--- src/rtl/pass_scheduler_pkg.sv ---
// Shared definitions for the multi-pass Smith-Waterman scheduler: array geometry
// defaults and the scheduler state encoding.
package pass_scheduler_pkg;

    localparam int PE_NUM_DEF  = 64;
    localparam int LEN_W_DEF   = 12;
    localparam int MAX_LAT_DEF = 6;

    typedef enum logic [1:0] {
        IDLE   = 2'd0,
        LOAD_S = 2'd1,
        STREAM = 2'd2,
        RESULT = 2'd3
    } state_t;

endpackage

--- src/rtl/pass_scheduler_if.sv ---
// Start/result handshake plus the memory, PE-array and max-tree control bundle
// driven by the pass scheduler (master) and observed by its environment (slave).
interface pass_scheduler_if #(
    parameter int PE_NUM = pass_scheduler_pkg::PE_NUM_DEF,
    parameter int LEN_W  = pass_scheduler_pkg::LEN_W_DEF
);
    localparam int IDX_W = $clog2(PE_NUM);

    logic              i_start;
    logic [LEN_W-1:0]  i_s_len;
    logic [LEN_W-1:0]  i_t_len;
    logic              i_stall;

    logic              o_busy;
    logic              o_done;
    logic              o_max_init;
    logic              o_s_load;
    logic [IDX_W-1:0]  o_s_idx;
    logic [LEN_W-1:0]  o_s_addr;
    logic [PE_NUM-1:0] o_pe_mask;
    logic              o_newline;
    logic              o_t_push;
    logic [LEN_W-1:0]  o_t_addr;
    logic              o_t_src;
    logic              o_cap_en;
    logic [LEN_W-1:0]  o_cap_addr;
    logic              o_lock;
    logic [LEN_W-1:0]  o_pass;

    modport master (
        input  i_start, i_s_len, i_t_len, i_stall,
        output o_busy, o_done, o_max_init, o_s_load, o_s_idx, o_s_addr, o_pe_mask,
               o_newline, o_t_push, o_t_addr, o_t_src, o_cap_en, o_cap_addr,
               o_lock, o_pass
    );

    modport slave (
        output i_start, i_s_len, i_t_len, i_stall,
        input  o_busy, o_done, o_max_init, o_s_load, o_s_idx, o_s_addr, o_pe_mask,
               o_newline, o_t_push, o_t_addr, o_t_src, o_cap_en, o_cap_addr,
               o_lock, o_pass
    );

endinterface

--- src/rtl/pass_scheduler.sv ---
// Splits the query into PE_NUM-wide passes, loads each segment into the PEs and
// streams the database through the array, recirculating last-PE outputs between passes.
module pass_scheduler
    import pass_scheduler_pkg::*;
#(
    parameter int PE_NUM  = PE_NUM_DEF,
    parameter int LEN_W   = LEN_W_DEF,
    parameter int MAX_LAT = MAX_LAT_DEF
) (
    input  logic             clk,
    input  logic             rst_n,
    pass_scheduler_if.master bus
);
    localparam int IDX_W = $clog2(PE_NUM);
    localparam int NA_W  = IDX_W + 1;
    localparam int LAT_W = $clog2(MAX_LAT + 2);

    state_t            state_q, state_d;
    logic [LEN_W-1:0]  s_len_q, s_len_d, t_len_q, t_len_d;
    logic [LEN_W-1:0]  pass_q, pass_d, adv_q, adv_d;
    logic [IDX_W-1:0]  ld_idx_q, ld_idx_d;
    logic [LAT_W-1:0]  lat_q, lat_d;

    logic              busy_q, busy_d, done_q, done_d, max_init_q, max_init_d;
    logic              s_load_q, s_load_d, newline_q, newline_d;
    logic              t_push_q, t_push_d, t_src_q, t_src_d, cap_en_q, cap_en_d;
    logic [IDX_W-1:0]  s_idx_q, s_idx_d;
    logic [LEN_W-1:0]  s_addr_q, s_addr_d, t_addr_q, t_addr_d;
    logic [LEN_W-1:0]  cap_addr_q, cap_addr_d, opass_q, opass_d;
    logic [PE_NUM-1:0] pe_mask_q, pe_mask_d;

    logic [LEN_W:0]    n_pass;
    logic              is_last;
    logic [NA_W-1:0]   n_act;
    logic [LEN_W-1:0]  n_act_l;
    logic [PE_NUM-1:0] mask_w;
    logic              adv_last;

    // Pass geometry: only the final pass can be partial, and its width is S_len mod PE_NUM.
    always_comb begin
        n_pass  = ({1'b0, s_len_q} + (LEN_W+1)'(PE_NUM - 1)) >> IDX_W;
        is_last = ({1'b0, pass_q} == n_pass - (LEN_W+1)'(1));
        if (is_last && (s_len_q[IDX_W-1:0] != '0)) n_act = {1'b0, s_len_q[IDX_W-1:0]};
        else                                        n_act = NA_W'(PE_NUM);
        n_act_l  = LEN_W'(n_act);
        mask_w   = ~({PE_NUM{1'b1}} << n_act);
        adv_last = (adv_q == t_len_q + n_act_l - LEN_W'(1));
    end

    always_comb begin
        state_d    = state_q;
        s_len_d    = s_len_q;
        t_len_d    = t_len_q;
        pass_d     = pass_q;
        adv_d      = adv_q;
        ld_idx_d   = ld_idx_q;
        lat_d      = lat_q;
        busy_d     = busy_q;
        done_d     = 1'b0;
        max_init_d = 1'b0;
        s_load_d   = 1'b0;
        s_idx_d    = s_idx_q;
        s_addr_d   = s_addr_q;
        pe_mask_d  = '0;
        newline_d  = 1'b0;
        t_push_d   = 1'b0;
        t_addr_d   = t_addr_q;
        t_src_d    = t_src_q;
        cap_en_d   = 1'b0;
        cap_addr_d = cap_addr_q;
        opass_d    = pass_q;

        case (state_q)
            IDLE: begin
                if (bus.i_start) begin
                    s_len_d    = bus.i_s_len;
                    t_len_d    = bus.i_t_len;
                    busy_d     = 1'b1;
                    max_init_d = 1'b1;
                    pass_d     = '0;
                    ld_idx_d   = '0;
                    lat_d      = '0;
                    state_d    = ((bus.i_s_len == '0) || (bus.i_t_len == '0)) ? RESULT : LOAD_S;
                end
            end
            LOAD_S: begin
                s_load_d  = 1'b1;
                s_idx_d   = ld_idx_q;
                s_addr_d  = (pass_q << IDX_W) | LEN_W'(ld_idx_q);
                pe_mask_d = mask_w;
                if (NA_W'(ld_idx_q) == n_act - NA_W'(1)) begin
                    ld_idx_d = '0;
                    adv_d    = '0;
                    state_d  = STREAM;
                end else begin
                    ld_idx_d = ld_idx_q + IDX_W'(1);
                end
            end
            STREAM: begin
                pe_mask_d = mask_w;
                // A stalled cycle emits nothing and leaves adv where it is.
                if (!bus.i_stall) begin
                    newline_d  = (adv_q == '0);
                    t_push_d   = (adv_q < t_len_q);
                    t_addr_d   = adv_q;
                    t_src_d    = (pass_q != '0);
                    cap_en_d   = (adv_q >= n_act_l) && !is_last;
                    cap_addr_d = adv_q - n_act_l;
                    if (adv_last) begin
                        adv_d = '0;
                        if (is_last) begin
                            lat_d   = '0;
                            state_d = RESULT;
                        end else begin
                            pass_d  = pass_q + LEN_W'(1);
                            state_d = LOAD_S;
                        end
                    end else begin
                        adv_d = adv_q + LEN_W'(1);
                    end
                end
            end
            RESULT: begin
                if (lat_q == LAT_W'(MAX_LAT)) begin
                    done_d  = 1'b1;
                    busy_d  = 1'b0;
                    pass_d  = '0;
                    state_d = IDLE;
                end else begin
                    lat_d = lat_q + LAT_W'(1);
                end
            end
            default: state_d = IDLE;
        endcase
    end

    always_ff @(posedge clk or negedge rst_n) begin
        if (!rst_n) begin
            state_q    <= IDLE;
            s_len_q    <= '0;
            t_len_q    <= '0;
            pass_q     <= '0;
            adv_q      <= '0;
            ld_idx_q   <= '0;
            lat_q      <= '0;
            busy_q     <= 1'b0;
            done_q     <= 1'b0;
            max_init_q <= 1'b0;
            s_load_q   <= 1'b0;
            s_idx_q    <= '0;
            s_addr_q   <= '0;
            pe_mask_q  <= '0;
            newline_q  <= 1'b0;
            t_push_q   <= 1'b0;
            t_addr_q   <= '0;
            t_src_q    <= 1'b0;
            cap_en_q   <= 1'b0;
            cap_addr_q <= '0;
            opass_q    <= '0;
        end else begin
            state_q    <= state_d;
            s_len_q    <= s_len_d;
            t_len_q    <= t_len_d;
            pass_q     <= pass_d;
            adv_q      <= adv_d;
            ld_idx_q   <= ld_idx_d;
            lat_q      <= lat_d;
            busy_q     <= busy_d;
            done_q     <= done_d;
            max_init_q <= max_init_d;
            s_load_q   <= s_load_d;
            s_idx_q    <= s_idx_d;
            s_addr_q   <= s_addr_d;
            pe_mask_q  <= pe_mask_d;
            newline_q  <= newline_d;
            t_push_q   <= t_push_d;
            t_addr_q   <= t_addr_d;
            t_src_q    <= t_src_d;
            cap_en_q   <= cap_en_d;
            cap_addr_q <= cap_addr_d;
            opass_q    <= opass_d;
        end
    end

    assign bus.o_busy     = busy_q;
    assign bus.o_done     = done_q;
    assign bus.o_max_init = max_init_q;
    assign bus.o_s_load   = s_load_q;
    assign bus.o_s_idx    = s_idx_q;
    assign bus.o_s_addr   = s_addr_q;
    assign bus.o_pe_mask  = pe_mask_q;
    assign bus.o_newline  = newline_q;
    assign bus.o_t_push   = t_push_q;
    assign bus.o_t_addr   = t_addr_q;
    assign bus.o_t_src    = t_src_q;
    assign bus.o_cap_en   = cap_en_q;
    assign bus.o_cap_addr = cap_addr_q;
    assign bus.o_pass     = opass_q;
    // The array must freeze in the very cycle the stall is raised.
    assign bus.o_lock     = bus.i_stall & (state_q == STREAM);

endmodule

--- src/flat_wrapper.sv ---
// flat-port wrapper written by rule: the top's interface ports become plain ports
module pass_scheduler_flat import pass_scheduler_pkg::*;
#(
    parameter int PE_NUM  = PE_NUM_DEF,
    parameter int LEN_W   = LEN_W_DEF,
    parameter int MAX_LAT = MAX_LAT_DEF
)
  (clk, rst_n, bus_i_start, bus_i_s_len, bus_i_t_len, bus_i_stall, bus_o_busy, bus_o_done, bus_o_max_init, bus_o_s_load, bus_o_s_idx, bus_o_s_addr, bus_o_pe_mask, bus_o_newline, bus_o_t_push, bus_o_t_addr, bus_o_t_src, bus_o_cap_en, bus_o_cap_addr, bus_o_lock, bus_o_pass);
  pass_scheduler_if #(.PE_NUM(PE_NUM), .LEN_W(LEN_W)) bus_i ();
  input  logic clk;
  input  logic rst_n;
  input wire logic [$bits(bus_i.i_start)-1:0] bus_i_start;
  input wire logic [$bits(bus_i.i_s_len)-1:0] bus_i_s_len;
  input wire logic [$bits(bus_i.i_t_len)-1:0] bus_i_t_len;
  input wire logic [$bits(bus_i.i_stall)-1:0] bus_i_stall;
  output wire logic [$bits(bus_i.o_busy)-1:0] bus_o_busy;
  output wire logic [$bits(bus_i.o_done)-1:0] bus_o_done;
  output wire logic [$bits(bus_i.o_max_init)-1:0] bus_o_max_init;
  output wire logic [$bits(bus_i.o_s_load)-1:0] bus_o_s_load;
  output wire logic [$bits(bus_i.o_s_idx)-1:0] bus_o_s_idx;
  output wire logic [$bits(bus_i.o_s_addr)-1:0] bus_o_s_addr;
  output wire logic [$bits(bus_i.o_pe_mask)-1:0] bus_o_pe_mask;
  output wire logic [$bits(bus_i.o_newline)-1:0] bus_o_newline;
  output wire logic [$bits(bus_i.o_t_push)-1:0] bus_o_t_push;
  output wire logic [$bits(bus_i.o_t_addr)-1:0] bus_o_t_addr;
  output wire logic [$bits(bus_i.o_t_src)-1:0] bus_o_t_src;
  output wire logic [$bits(bus_i.o_cap_en)-1:0] bus_o_cap_en;
  output wire logic [$bits(bus_i.o_cap_addr)-1:0] bus_o_cap_addr;
  output wire logic [$bits(bus_i.o_lock)-1:0] bus_o_lock;
  output wire logic [$bits(bus_i.o_pass)-1:0] bus_o_pass;
  assign bus_i.i_start = bus_i_start;
  assign bus_i.i_s_len = bus_i_s_len;
  assign bus_i.i_t_len = bus_i_t_len;
  assign bus_i.i_stall = bus_i_stall;
  assign bus_o_busy = bus_i.o_busy;
  assign bus_o_done = bus_i.o_done;
  assign bus_o_max_init = bus_i.o_max_init;
  assign bus_o_s_load = bus_i.o_s_load;
  assign bus_o_s_idx = bus_i.o_s_idx;
  assign bus_o_s_addr = bus_i.o_s_addr;
  assign bus_o_pe_mask = bus_i.o_pe_mask;
  assign bus_o_newline = bus_i.o_newline;
  assign bus_o_t_push = bus_i.o_t_push;
  assign bus_o_t_addr = bus_i.o_t_addr;
  assign bus_o_t_src = bus_i.o_t_src;
  assign bus_o_cap_en = bus_i.o_cap_en;
  assign bus_o_cap_addr = bus_i.o_cap_addr;
  assign bus_o_lock = bus_i.o_lock;
  assign bus_o_pass = bus_i.o_pass;
  pass_scheduler #(.PE_NUM(PE_NUM), .LEN_W(LEN_W), .MAX_LAT(MAX_LAT)) u_core (.clk(clk), .rst_n(rst_n), .bus(bus_i));
endmodule
--- config.mk ---
export PLATFORM = sky130hd
export DESIGN_NAME = pass_scheduler_flat
export DESIGN_NICKNAME = d
export VERILOG_FILES = /design/src/rtl/pass_scheduler_pkg.sv /design/src/rtl/pass_scheduler_if.sv /design/src/rtl/pass_scheduler.sv /design/src/flat_wrapper.sv
export SDC_FILE = /design/constraint.sdc
export NUM_CORES = 1
export LEC_CHECK = 0
export CORE_MARGIN = 2
export CORE_UTILIZATION = 40
export CTS_CLUSTER_DIAMETER = 60
export DETAILED_ROUTE_END_ITERATION = 16
export GPL_ROUTABILITY_DRIVEN = 0
export GPL_TIMING_DRIVEN = 0
export SLEW_MARGIN = 40
export SYNTH_ARGS = -nofsm -noshare
export SYNTH_HDL_FRONTEND = slang
export SYNTH_SLANG_ARGS = --single-unit
--- constraint.sdc ---
create_clock -name clk -period 8.5 [get_ports clk]
set_input_delay 1.7 -clock clk [delete_from_list [all_inputs] [get_ports clk]]
set_output_delay 1.7 -clock clk [all_outputs]
set_load 0.01 [all_outputs]
==> impl_metrics.csv, run 1 <==
group,metric,value,unit
yosys,ys_sh_mux,0.03445,
routing,num_vias,7509,
cts,insertion_delay,0.44,ns
placed_design,place_area,11380,µm²
routing,drt_iter0_drc,389,
cells_and_area,n_antenna_cell,0,
yosys,simple_gate_share,0.1473,
routing,met1_length,12140,µm
cts,cts_resized,0,
cells_and_area,comb_area_frac,0.3648,
routing,route.detailed.drc,0,
worst_setup_path,worst_path_max_delay_cell,"a2111oi_0",
floorplan,die_area,24670,µm²
worst_setup_path,crit_type,"reg2reg",
global_routing,grt_max_degree,64,
cells_and_area,nClkBuffers,17,
worst_setup_path,end_kind,"register",
outcome,status,"finished clean",
cells_and_area,buffers,212,
yosys,ys_chip_area,9371,µm²
yosys,synth_area,9371,µm²
cts,cts-root-buf,"clkbuf_16",
cells_and_area,fin_nets,1210,
floorplan,ioPinCount,155,
power,p_seq_frac,0.479,
yosys,edf_count,0,
worst_setup_path,critPathCapture,"u_core.opass_d[11]",
worst_setup_path,crit_start,"u_core.s_len_q[3]",
yosys,logic_family,"AND-OR/OR-AND gates",
cells_and_area,final_util,0.5138,
routing,wl_per_cell,17.14,µm
cells_and_area,syn_to_final_growth,27.54,%
yosys,ff_type,"dfrtp_1",
global_routing,antenna_found_initial,1,
placed_design,dpl.cell_count,1429,
cts,htree_levels,4,
worst_setup_path,path_depth,29,
cells_and_area,seq_area,4479,µm²
power,powerClk,0.772,mW
routing,dr_wl_met3,1323,µm
sta,maxSlewHeadroom,0.4867,
cts,cts.sinks,179,
worst_setup_path,path_buffers,6,
cells_and_area,logic_gates,644,
yosys,yosys-top-cells-count,"dfrtp_1 (179), nand2_1 (107), o21ai_0 (78)",
power,pg_comb,0.213,mW
power,power.group.top,"registers",
hold_path,holdPathEnd,"u_core.bus.o_pass[6]",
sta,hold_viol_final,0,
yosys,yosysCellCount,954,
power,pwr-share-comb,0.113,
global_routing,grt_pass1_wl,39810,µm
floorplan,floorplan.core_util,0.4029,
cells_and_area,fillCellCount,2208,
power,seq_cell_power,0.905,mW
cts,cts_setup_buffers,0,
sta,min_period_over_period,0.9049,
global_routing,grt_usage,0.2069,
floorplan,tapCellCount,319,
cts,cts-buffers-inserted,17,
Fig. 1: run 1, signal wires on met3
The bar under the picture is 50 µm long.
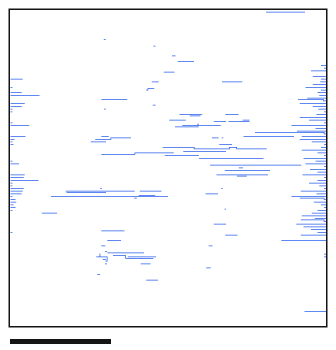
share of all routed wire: 5.3%
longest straight run: 58.0 µm
main direction: horizontal
wire length on this layer: 1320 µm

Fig. 2: run 1, zoomed window
Region (59, 27) to (99, 67) µm. Cells in gray, sequential cells in the stronger gray; small squares are vias.
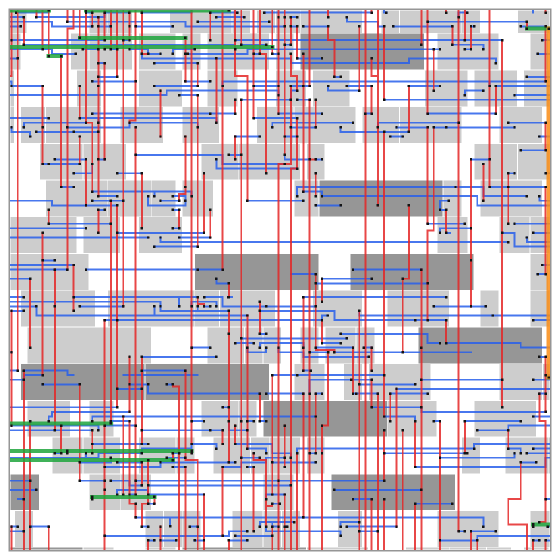
| color | layer |
|---|---|
| orange | met4 |
| red | met2 |
| blue | met1 |
| green | met3 |
most frequent: inv_1 (17), ha_1 (15), dfrtp_1 (9)
netlist names of flops here include: u_core.adv_q (6), u_core.t_len_q (2)
sequential cells in the window: 9
cells with their middle in the window: 112

Fig. 3: run 1, routed metal, one color a layer
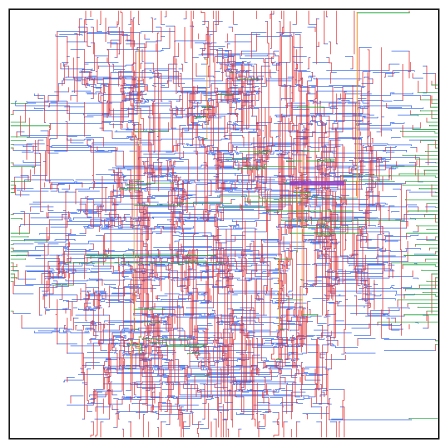
| color | layer | wire length |
|---|---|---|
| blue | met1 | 12100 µm |
| green | met3 | 1320 µm |
| purple | met5 | 18.4 µm |
| orange | met4 | 335 µm |
| red | met2 | 11200 µm |

Fig. 4: run 1, clock network drawn from the DEF
The bar under the picture is 50 µm long.
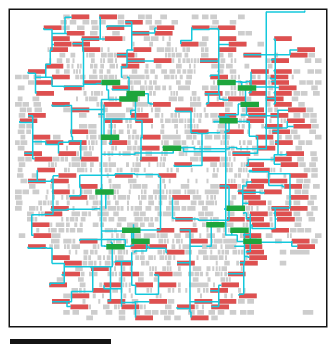
[red] flip-flops | count: 179
[green] cells driving clock nets | count: 17
[cyan] clock wires | length: 2380 µm
flops lie: all over the die

Fig. 5: run 1, placed standard cells
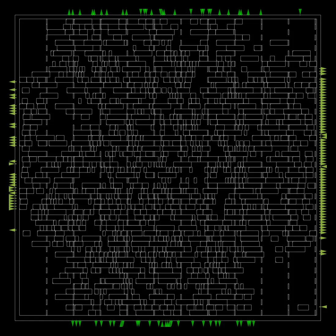

==> run 2, diff against run 1 <==
--- a/config.mk
+++ b/config.mk
@@ -5,6 +5,7 @@
 export SDC_FILE = /design/constraint.sdc
 export NUM_CORES = 1
 export LEC_CHECK = 0
+export ABC_AREA = 1
 export CORE_MARGIN = 2
 export CORE_UTILIZATION = 40
 export CTS_CLUSTER_DIAMETER = 60
Fig. 6: run 2, placed standard cells
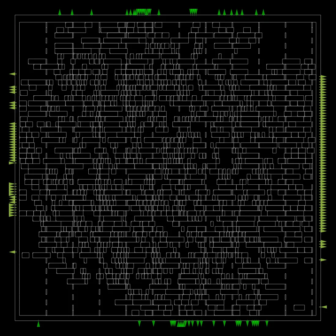
core outline area: 23470 µm²
Layout Utilization: 0.5190
Fill cells: 2185
row count: 56
Seq cells: 179

==> impl_metrics.csv, run 2 <==
group,metric,value,unit
yosys,logic_family,"simple AND/OR/NAND/NOR gates",
cells_and_area,logic_gates,779,
floorplan,ioPinCount,155,
worst_setup_path,path_depth,37,
sta,hold_viol_final,0,
routing,num_vias,8245,
global_routing,grt_usage,0.2116,
yosys,ys_chip_area,9587,µm²
cts,cts_setup_buffers,0,
cts,cts-buffers-inserted,17,
power,power.group.top,"combinational cells",
sta,min_period_over_period,0.8230,
power,powerClk,0.796,mW
worst_setup_path,path_buffers,7,
cts,cts-root-buf,"clkbuf_16",
worst_setup_path,end_kind,"register",
power,seq_cell_power,1.31,mW
yosys,ys_sh_mux,0,
sta,maxSlewHeadroom,0.5127,
floorplan,floorplan.core_util,0.4084,
worst_setup_path,crit_start,"u_core.s_len_q[0]",
yosys,simple_gate_share,0.2405,
placed_design,dpl.cell_count,1614,
worst_setup_path,worst_path_max_delay_cell,"nor2_1",
routing,wl_per_cell,16.15,µm
power,pwr-share-comb,0.539,
yosys,synth_area,9587,µm²
cells_and_area,n_antenna_cell,0,
power,pg_comb,2.47,mW
floorplan,die_area,25220,µm²
floorplan,tapCellCount,319,
yosys,ff_type,"dfrtp_1",
cells_and_area,seq_area,4479,µm²
cells_and_area,comb_area_frac,0.3581,
yosys,yosys-top-cells-count,"nand2_1 (249), dfrtp_1 (179), inv_1 (133)",
outcome,status,"finished clean",
placed_design,place_area,11590,µm²
worst_setup_path,crit_type,"reg2reg",
cts,insertion_delay,0.44,ns
cells_and_area,fin_nets,1395,
cells_and_area,syn_to_final_growth,27.07,%
yosys,yosysCellCount,1139,
global_routing,grt_pass1_wl,42540,µm
routing,met1_length,13270,µm
Fig. 7: run 2, zoomed window
Region (59, 28) to (99, 68) µm. Cells in gray, sequential cells in the stronger gray; small squares are vias.
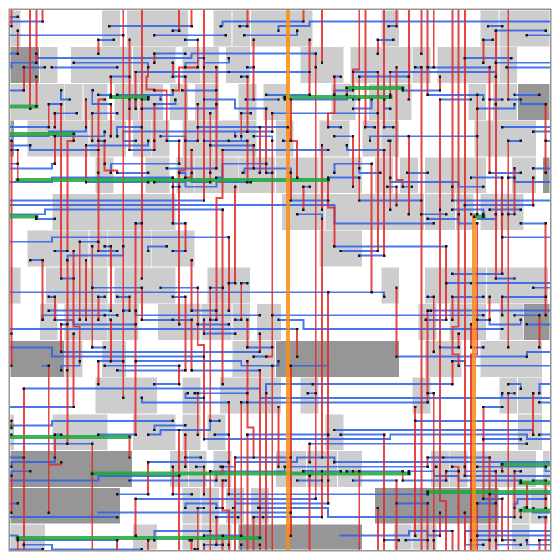

==> run 3, diff against run 2 <==
==> constraint.sdc (replaced) <==
create_clock -name clk -period 6 [get_ports clk]
set_input_delay 1.2 -clock clk [delete_from_list [all_inputs] [get_ports clk]]
set_output_delay 1.2 -clock clk [all_outputs]
set_load 0.01 [all_outputs]
Fig. 8: run 3, zoomed window
Region (59, 28) to (99, 68) µm. Cells in gray, sequential cells in the stronger gray; small squares are vias.
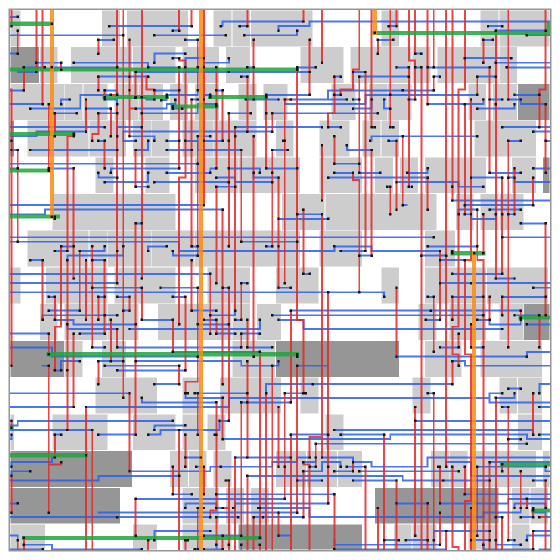

==> impl_metrics.csv, run 3 <==
group,metric,value,unit
cells_and_area,fin_nets,1401,
global_routing,antenna_found_initial,0,
yosys,ff_type,"dfrtp_1",
worst_setup_path,worst_path_max_delay_cell,"fa_2",
cells_and_area,comb_area_frac,0.3607,
cells_and_area,logic_gates,779,
global_routing,grt_max_degree,76,
cts,insertion_delay,0.44,ns
power,powerClk,1.13,mW
worst_setup_path,crit_type,"reg2reg",
cells_and_area,syn_to_final_growth,28.62,%
global_routing,grt_usage,0.2124,
placed_design,dpl.cell_count,1614,
cells_and_area,buffers,207,
floorplan,floorplan.core_util,0.4084,
sta,min_period_over_period,0.9455,
worst_setup_path,path_buffers,8,
routing,drt_iter0_drc,600,
cts,cts_resized,10,
cells_and_area,seq_area,4481,µm²
cts,cts.sinks,179,
sta,hold_viol_final,0,
yosys,logic_family,"simple AND/OR/NAND/NOR gates",
placed_design,place_area,11590,µm²
hold_path,holdPathEnd,"u_core.bus.o_pass[11]",
worst_setup_path,critPathCapture,"u_core.opass_d[4]",
cells_and_area,final_util,0.5253,
cells_and_area,seq_cells,179,
global_routing,grt_pass1_wl,42660,µm
yosys,yosys-top-cells-count,"nand2_1 (249), dfrtp_1 (179), inv_1 (133)",
routing,wl_per_cell,16.22,µm
power,seq_cell_power,1.87,mW
cts,cts-root-buf,"clkbuf_16",
cells_and_area,n_antenna_cell,0,
worst_setup_path,end_kind,"register",
outcome,status,"finished clean",
routing,dr_wl_met3,1394,µm
power,pg_comb,3.64,mW
floorplan,rows,56,
yosys,edf_count,0,
power,p_seq_frac,0.281,
yosys,synth_area,9587,µm²
power,pwr-share-comb,0.549,
routing,met1_length,13280,µm
floorplan,die_area,25220,µm²
yosys,yosysCellCount,1139,
cells_and_area,fillCellCount,2165,
routing,num_vias,8256,
worst_setup_path,path_depth,39,
floorplan,tapCellCount,319,
cts,cts_setup_buffers,3,
Power and IR drop assume default switching activity.
